==> config.mk <==
export PLATFORM = sky130hd
export DESIGN_NAME = alu_frame_sequencer_flat
export DESIGN_NICKNAME = d
export VERILOG_FILES = /design/src/rtl/alu_frame_sequencer_pkg.sv /design/src/rtl/alu_frame_sequencer_if.sv /design/src/rtl/alu_result_reg.sv /design/src/rtl/alu_frame_sequencer.sv /design/src/flat_wrapper.sv
export SDC_FILE = /design/constraint.sdc
export NUM_CORES = 1
export LEC_CHECK = 0
export CORE_ASPECT_RATIO = 0.75
export CORE_MARGIN = 2
export CORE_UTILIZATION = 40
export CTS_CLUSTER_SIZE = 20
export DETAILED_ROUTE_END_ITERATION = 6
export GPL_ROUTABILITY_DRIVEN = 0
export GPL_TIMING_DRIVEN = 0
export PLACE_DENSITY = 0.73
export SLEW_MARGIN = 20
export SYNTH_ARGS = -nofsm -noshare
export SYNTH_HDL_FRONTEND = slang
export SYNTH_SLANG_ARGS = --single-unit
==> constraint.sdc <==
create_clock -name clk -period 1.8 [get_ports clk]
set_input_delay 0.27 -clock clk [delete_from_list [all_inputs] [get_ports clk]]
set_output_delay 0.27 -clock clk [all_outputs]
set_load 0.05 [all_outputs]
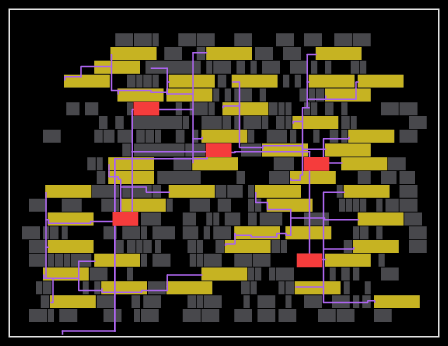
Fig. 1. Clock network drawn from the DEF (run 1).
[yellow] flip-flops | count: 45
[purple] clock wires | length: 533 µm
[red] cells driving clock nets | count: 5
routed clock nets: 6
clock network fraction of design power: 13.0%
clock-net power: 0.781 mW
clock skew after layout: 0.009299 ns

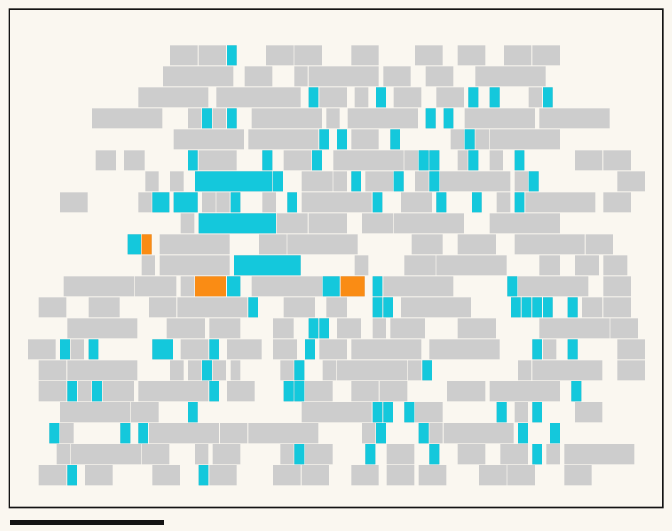
Fig. 2. Gate families picked out (run 1).
The bar under the picture is 20 µm long.
[orange] NOR gates | cells: 3
[cyan] NAND gates | cells: 87 | most used: nand2_1
most common cell after layout, fill and taps aside: sky130_fd_sc_hd__nand2_1
share of the final layout cell area in multi-input gates: 25.02%
non-filler cells, final: 330

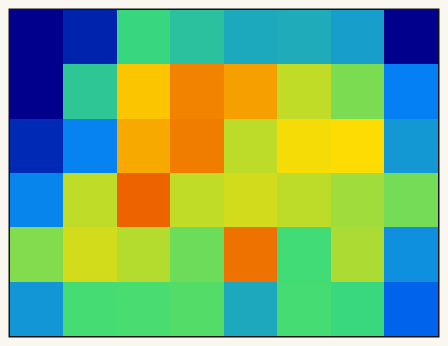
Fig. 3. Local utilization (run 1).
The die is cut into 8 by 6 equal tiles; dark blue is low, red is high, 0 to 100% covered.
densest ninth of the die: centre
nearly empty tiles: 6.2%
emptiest ninth of the die: upper left
tiles over 75% full: 15%
fullest tile: 89%
Layout Utilization: 61.90%
floorplan-stage core utilization: 42.50%
core region area: 0.004572 mm²

==> notes.md, run 1 <==
Here are the numbers from the latest Yosys + OpenROAD run.

The depth of the CTS H-tree came out at 2. Per the synthesis report, the simple-gate share of the synthesized area is 23.25%. TritonCTS built the clock tree.

After clock tree synthesis, the setup repair step added 0 buffers. The xor/xnor share of the synthesized area is 0%. The largest buffer count on any clock path is 2. The buffer share of cell area is 28.43%. The TritonCTS sink count is 45. The post-synthesis instance total came out at 195. The number of unique standard cell types used by synthesis is 23.

Among all cell classes, the greatest summed area belongs to flip-flops and latches. The net total in the final layout is 300. The final critical delay including setup and external delays is 1.749 ns.

The slew at the pin with the worst max-slew slack came out at 0.5284 ns. The combinational logic power is 3.49 mW. In this run the critical path is formed by clkdlybuf4s50_1. The critical setup path kind is register to output pin. The worst hold slack is -0.08509 ns. Sorting the synthesized cells by area gives the leading types as sky130_fd_sc_hd__dfrtp_1, sky130_fd_sc_hd__nand2_1, sky130_fd_sc_hd__o21ai_1, sky130_fd_sc_hd__o21ai_0, sky130_fd_sc_hd__mux2_2.

The critical path's slowest stage uses the library cell sky130_fd_sc_hd__clkdlybuf4s50_1. The final timing report lists a max-slew violation count of 0. The overall die height came out at 64.36 µm.

The fraction of power consumed by combinational cells is 57.9%. The layout overhead on the synthesized area came out at 45.65%. The number of placed instances with taps included came out at 322.

The worst setup path is launched from a register. The count of instances resized after the clock tree is built came out at 10. The final reports fail on negative hold slack. In the final timing run, aggregate negative setup slack is 0 ns.

The synthesis run shows multiplexers occupying 2.898% of the cell area. The I/O pin count came out at 71. After layout the clock buffers and inverters come to 4.111% of cell area.

Counting the inverters off the clock network in the layout gives 1. The clock edge transition at the registers on the reported setup and hold paths came out at 0.09 ns. The filler cell count in the final layout is 397. The net count of the mapped netlist is 223. The horizontal die dimension reported for this design is 84.48 µm. In the global route stage, met1 resource usage came out at 26.08%.

The final-report hold violation count is 45. Endpoints with negative setup slack in the final report add up to 0. The power per cell area came out at 2126 mW/mm². Ranking logic cells in the layout by count gives the top entries sky130_fd_sc_hd__nand2_1, sky130_fd_sc_hd__clkdlybuf4s50_1, sky130_fd_sc_hd__dfrtp_1. The met2 wire length is 2210 µm. The switching portion of total power comes to 48.76%. The run finished, with violations left. The total power came out at 6.018 mW. The post-synthesis register bit count came out at 45. The wire length on met1 is 2115 µm. The first-iteration detailed-routing DRC count came out at 115.

The library cell with the highest instance count after synthesis is sky130_fd_sc_hd__nand2_1. The yosys-reported design area after synthesis is 0.001943 mm². The number of cell instances after yosys synthesis came out at 195. The clock latency on the worst-skew pair came out at 0.29 ns.

The reported max-cap violation count came out at 0. The number of antenna violations at the first check in global routing is 0. In this run the most used layer during global routing was met2.

The post-layout instance area came out at 0.002830 mm². Across all stage logs, warnings added up to 28. The internal power consumption came out at 3.084 mW. The fraction of layout cells with a size suffix above 1 is 12.45%. The data required time of the worst path is 1.53 ns. The switching power summed over all nets came out at 2.934 mW. The multi-input combinational cell count came out at 135. The logic depth of the worst path, buffers included came out at 1.

The count of sequential standard cells came out at 45. The half-perimeter wire length after detailed placement came out at 3298 µm. The placement report lists the number of port buffers as 70.

For this run, the number of Yosys warnings is 0. For this run, the script counts the antenna cells in the layout as 0. Entering global routing, the biggest net connects 53 pins.
Fig. 4: run 1, wiring by layer
The bar under the picture is 20 µm long.
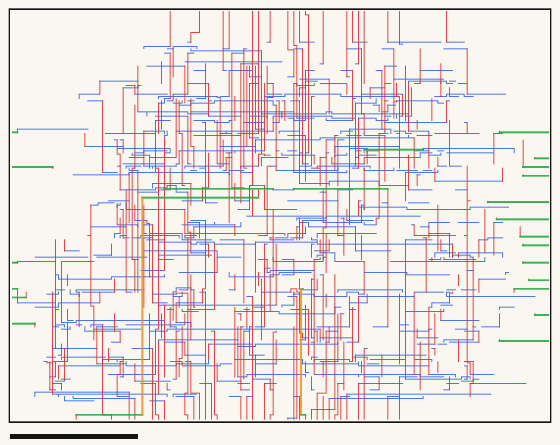

==> run 1 -> run 2 <==
Settings changed: SYNTH_HIERARCHICAL from default to 1.
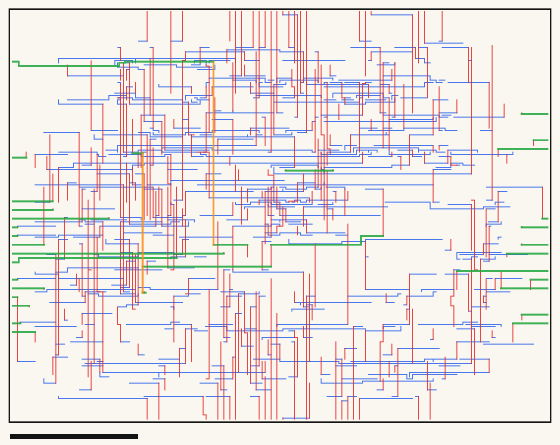
Fig. 5. Wiring by layer (run 2).
The bar under the picture is 20 µm long.
[red] met2 | wire length: 1930 µm
[orange] met4 | wire length: 50.3 µm
[green] met3 | wire length: 256 µm
[blue] met1 | wire length: 2130 µm
via total after detailed routing: 1446
mean routed wirelength per cell: 14.32 µm
drt total wl: 4369 µm
Tot GR Track Use: 18.10%

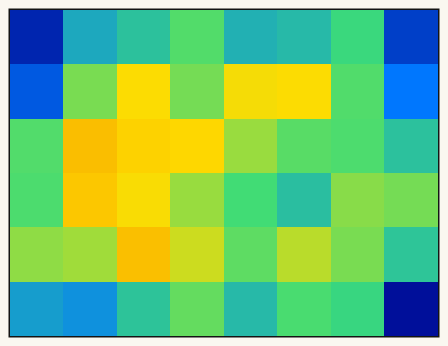
Fig. 6. Local utilization (run 2).
The die is cut into 8 by 6 equal tiles; dark blue is low, red is high, 0 to 100% covered.
mean over tiles: 52%
fullest tile: 78%
densest ninth of the die: middle left
tiles over 75% full: 10%
floorplan-stage core utilization: 42.47%
core region area: 0.004546 mm²
Layout Utilization: 63.20%

==> run 2 against run 1 <==
The flow now finishes without violations. Power is 1.7% higher. Cell area is 1.5% higher. Wire length is 3.5% lower. Critical path depth stayed put. Clock power is 1% higher. Worst setup slack better by 0.015 ns. Non-clock buffer count stayed put. Clock-buffer cell count stayed put. Worst hold slack better by 0.11 ns. Die size is 0.61% lower. Sequential cell count stayed put. Critical path type unchanged. Critical endpoint is now bus_res_valid.
==> notes.md, run 2 <==
Here are the numbers from the latest Yosys + OpenROAD run.

Detailed-route iteration 0 reported a violation count of 68. The multi-input combinational cell count is 108. The number of standard cells in the layout, taps in and fillers out came out at 305. The count of buffers from port buffering came out at 70. The worst hold slack came out at 0.02176 ns. Walking the worst path, the cells encountered are clkdlybuf4s50_1. The fraction of power consumed by combinational cells came out at 58.2%. Per the OpenROAD floorplan log, the height of the die is 64.17 µm. The first TritonRoute pass finished after 4 iterations. The largest buffer count on any clock path came out at 2. The reported max-cap violation count came out at 0. The final-report hold violation count came out at 0. The transition time recorded at the tightest slew-check pin is 0.8613 ns. Combinational cells consume a total of 3.56 mW. The number of unique standard cell types used by synthesis came out at 23. The highest-count logic cell in the final layout is sky130_fd_sc_hd__clkdlybuf4s50_1. The post-cts hold-fix buffer tally came out at 2.

The post-synthesis register bit count is 45. All stages included, the depth of the critical timing path comes to 1. The fraction of final cell area spent on clock buffers and inverters in this run is 4.051%. The count of instances resized after the clock tree is built is 10. The count of final max-slew check failures came out at 0. OpenROAD emitted warnings numbering 26.

The TritonCTS sink count came out at 45. According to the timing report, the data required time at the worst endpoint equals 1.53 ns. The detailed router put a total of 2129 µm of wire on met1. The clock latency on the worst-skew pair came out at 0.30 ns. The met2 wire length is 1932 µm.

Among all cell classes, the greatest summed area belongs to flip-flops and latches. The power per cell area came out at 2130 mW/mm². The yosys-reported design area after synthesis is 0.001931 mm². The total power is 6.120 mW. The switching power summed over all nets came out at 2.883 mW.

The warning tally printed by Yosys for this design is 6. The layout has 3 inverters outside the clock class. The wire length on met3 came out at 256 µm. The fraction of power consumed by the clock network came out at 12.9%. Note, the detailed placer reported a final HPWL of 3160 µm. The I/O pin count is 71. The buffer share of cell area is 28.70%. The basic-gate share of the synthesized area counting and, or, nand and nor cells came out at 16.27%. The switching part of the total power is 47.10%. The run finished with clean final reports.

The highest layer touched by signal routing is met4. The filler cell count in the final layout is 412. The xor/xnor share of the synthesized area is 0%. There are 45 flip-flops and latches. Per the post-synthesis report, the number of cells in the design is 167.

The number of nets with antenna violations after detailed routing came out at 0. Per the cell usage report, the commonest logic cells after layout are sky130_fd_sc_hd__clkdlybuf4s50_1, sky130_fd_sc_hd__dfrtp_1, sky130_fd_sc_hd__nand2_1. The total setup violations reported at the end of the flow is 0.

Across the routed clock network, the largest skew measured is 0.009162 ns. The total die area came out at 0.005404 mm². Among all cell types in the netlist, the one instantiated most often is sky130_fd_sc_hd__dfrtp_1. The fraction of layout cells with a size suffix above 1 came out at 20.56%. The worst slew slack as a fraction of its limit is 42.39%.

The largest individual stage delay along the critical path comes from the cell sky130_fd_sc_hd__clkdlybuf4s50_1. The worst setup path is launched from a register. The net total in the final layout is 275. The CTS tree is done. The synthesis report lists the most area-consuming cells as sky130_fd_sc_hd__dfrtp_1, sky130_fd_sc_hd__mux2_2, sky130_fd_sc_hd__nand2_1, sky130_fd_sc_hd__and2_1, sky130_fd_sc_hd__o21ai_0.

The share of flip-flops with an asynchronous set or reset after synthesis is 100.0%. For reference, the most critical setup path is categorized as register to output pin. The internal power consumption is 3.237 mW.

The post-layout instance area is 0.002873 mm². Multi-input gates account for 25.17% of the area. On the worst setup and hold paths after CTS, the clock-pin slew comes to 0.08 ns. The layout overhead on the synthesized area is 48.80%.

The number of placed instances with taps included is 295. The maximum number of pins on one net before global-route repair came out at 27.
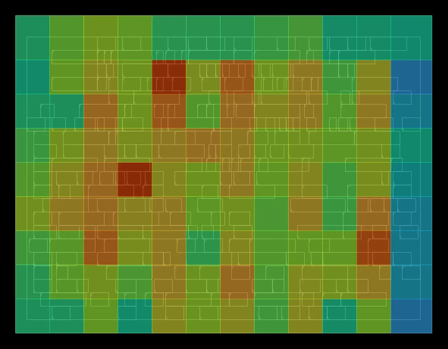
Fig. 7. Routing congestion (run 2).
met2 routing resource usage after global routing: 27.98%
most used routing layer in global routing: met2
M1 GR Usage: 23.92%

Power and IR drop assume default switching activity.
